==> config.mk <==
export PLATFORM = sky130hd
export DESIGN_NAME = contador_arbiter_flat
export DESIGN_NICKNAME = d
export VERILOG_FILES = /design/src/rtl/contador_arbiter_if.sv /design/src/rtl/contador_arbiter.sv /design/src/flat_wrapper.sv
export SDC_FILE = /design/constraint.sdc
export NUM_CORES = 1
export LEC_CHECK = 0
export CAP_MARGIN = 0
export CORE_AREA = 4 4 68 70
export CTS_CLUSTER_SIZE = 40
export DETAILED_ROUTE_END_ITERATION = 8
export DIE_AREA = 0 0 72 74
export MAX_ROUTING_LAYER = met4
export PLACE_DENSITY_LB_ADDON = 0.25
export SETUP_SLACK_MARGIN = 0.15
export SYNTH_ARGS = -nofsm -noshare
export SYNTH_HDL_FRONTEND = slang
export SYNTH_SLANG_ARGS = --single-unit
==> constraint.sdc <==
create_clock -name clk -period 1.65 [get_ports clk]
set_input_delay 0.33 -clock clk [delete_from_list [all_inputs] [get_ports clk]]
set_output_delay 0.33 -clock clk [all_outputs]
set_load 0.05 [all_outputs]
### Met1 routing, run 1

Supply wires on this layer in gray.
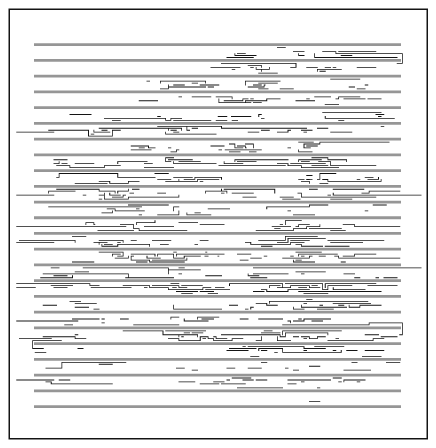
nets with wire on the layer = 236
main direction = horizontal
share of all routed wire = 39%
wire length on this layer = 1,810 um
met1 Resource Use GR: 19.8%
total via count in the routed design: 1,405
wire length reported by the detailed router: 4610 um

### Met2 routing, run 1

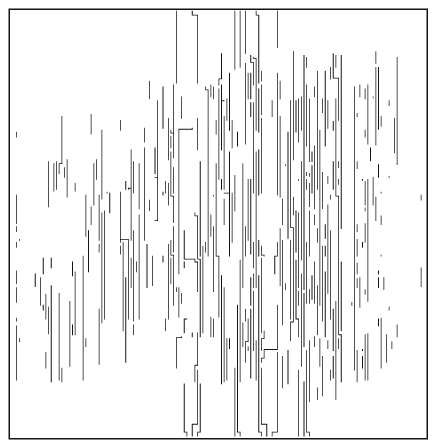
main direction = vertical
wire length on this layer = 2,380 um
share of all routed wire = 52%
longest straight run = 49.0 um
nets with wire on the layer = 239
met2 Track Usage GR: 33.1%

### Met3 routing, run 1

Scale bar: 20 um.
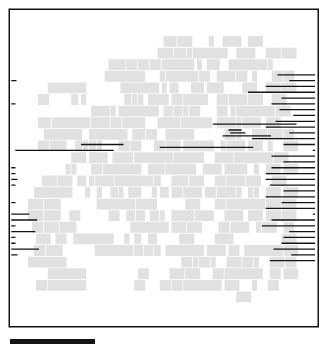
longest straight run = 22.8 um
nets with wire on the layer = 54
wire length on this layer = 404 um
main direction = horizontal
share of all routed wire = 8.8%
routing usage on met3: 3.65%

==> results_slide.txt, run 1 <==
Implementation Results

Status
  – Run status: complete, but fails checks
  – Violations in the final reports: negative setup slack

Timing
  – Final hold violation count: 0
  – Final setup violation count: 12
  – Smallest setup slack after layout: -0.0903 ns

Global routing
  – Vias in the first global route: 1,499
  – Number of antenna violations at the first check in global routing: 0

Power and ir drop
  – Fraction of power spent switching nets: 48.7%
  – Sum of internal, switching and leakage power: 4.67 mW
  – PD cells: 1860 mW/mm^2

Finish
  – Area taken by multi-input logic gates: 917 sq um
  – Area used by sequential logic in the layout: 628 sq um
  – Multi-input logic cell count: 99
  – Count of clock buffers in the final design: 4

Critical path
  – Combined buffer and inverter count along the critical path: 0
  – Data required time of the critical path: 1.82 ns
  – Critical path data arrival time: 1.91 ns
  – Worst-case reg-to-reg path depth: 5

Place
  – Placer congestion estimate: 0.834
  – Number of port buffers: 64

Floorplanning
  – Die Wd: 72 um
  – Area of the placeable core: 0.00397 sq mm

Synth
  – Dominant cell area share: 39.7%
  – Synthesized-area fraction occupied by ao, oa, aoi and oai cells: 22.0%
  – Seq cells post-synth: 25

Clock network
  – Clock Sink Count: 25
  – Buffer levels on the longest clock path: 2
  – Clock Pin Slew Worst Setup and Hold Paths: 0.09 ns

Detailed routing
  – Detailed-router iteration count before antenna repair: 4
==> run 2: changes to the inputs <==
- CELL_PAD_IN_SITES_DETAIL_PLACEMENT: unset -> 1
- CELL_PAD_IN_SITES_GLOBAL_PLACEMENT: unset -> 2
- CORE_AREA: 4 4 68 70 -> 2 2 87 89
- DIE_AREA: 0 0 72 74 -> 0 0 89 91
### Clock nets, run 2

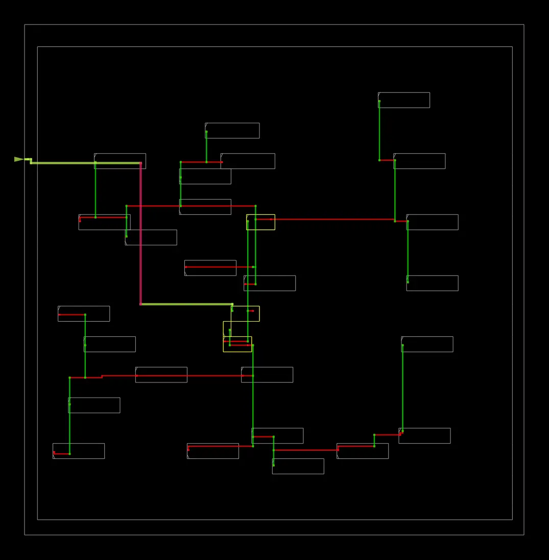
clk latency late pin: 0.27 ns
CTS Buf Count: 3

==> run 2 against run 1 <==
Compared with the run above: sequential share of layout area shrank 1.0 points; total power is 3.6% higher; wire length up 6.0%; utilization decreased by 27 points; the flow still finishes with violations (negative setup slack); largest cell class unchanged; clock-buffer cell count did not move; synthesized cell count did not move; hold slack improved by 0.014 ns; synthesized area stayed put; non-clock buffer count is 6 higher; final cell count is 19% higher.
==> results_slide.txt, run 2 <==
Implementation Results

Detailed routing
  – Detailed-router iteration count before antenna repair: 3 (was 4)

Timing
  – Smallest setup slack after layout: -0.113 ns (was -0.0903 ns)
  – Final setup violation count: 13 (was 12)
  – Final hold violation count: 0 (unchanged)

Clock network
  – Buffer levels on the longest clock path: 2 (unchanged)
  – Clock Pin Slew Worst Setup and Hold Paths: 0.09 ns (about the same)
  – Clock Sink Count: 25 (unchanged)

Power and ir drop
  – Sum of internal, switching and leakage power: 4.84 mW (was 4.67 mW)
  – Fraction of power spent switching nets: 47.6% (was 48.7%)
  – PD cells: 1840 mW/mm^2 (was 1860 mW/mm^2)

Status
  – Violations in the final reports: negative setup slack (unchanged)
  – Run status: complete, but fails checks (unchanged)

Floorplanning
  – Area of the placeable core: 0.00714 sq mm (was 0.00397 sq mm)
  – Die Wd: 89 um (was 72 um)

Critical path
  – Worst-case reg-to-reg path depth: 6 (was 5)
  – Data required time of the critical path: 1.83 ns (was 1.82 ns)
  – Combined buffer and inverter count along the critical path: 1 (was 0)

Global routing
  – Met2 Track Usage GR: 20.3% (was 33.1%)
  – Met1 Resource Use GR: 16.0% (was 19.8%)
  – Number of antenna violations at the first check in global routing: 0 (unchanged)
  – Vias in the first global route: 1,561 (was 1,499)

Finish
  – Count of clock buffers in the final design: 4 (unchanged)
  – Multi-input logic cell count: 97 (was 99)
  – Area used by sequential logic in the layout: 628 sq um (unchanged)

Synth
  – Dominant cell area share: 39.7% (unchanged)
  – Synthesized-area fraction occupied by ao, oa, aoi and oai cells: 22.0% (unchanged)

Place
  – Placer congestion estimate: 0.660 (was 0.834)
  – Number of port buffers: 64 (unchanged)
### Met3 routing, run 2

Scale bar: 20 um.
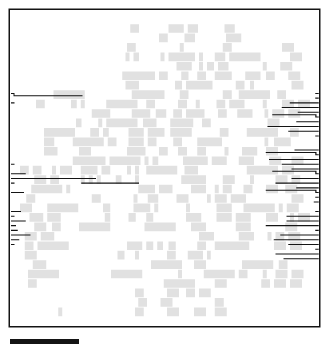
longest straight run = 24.1 um
nets with wire on the layer = 48
main direction = horizontal
share of all routed wire = 7.3%
wire length reported by the detailed router: 4890 um
routing usage on met3: 2.27%
total via count in the routed design: 1,409

Power and IR drop assume default switching activity.
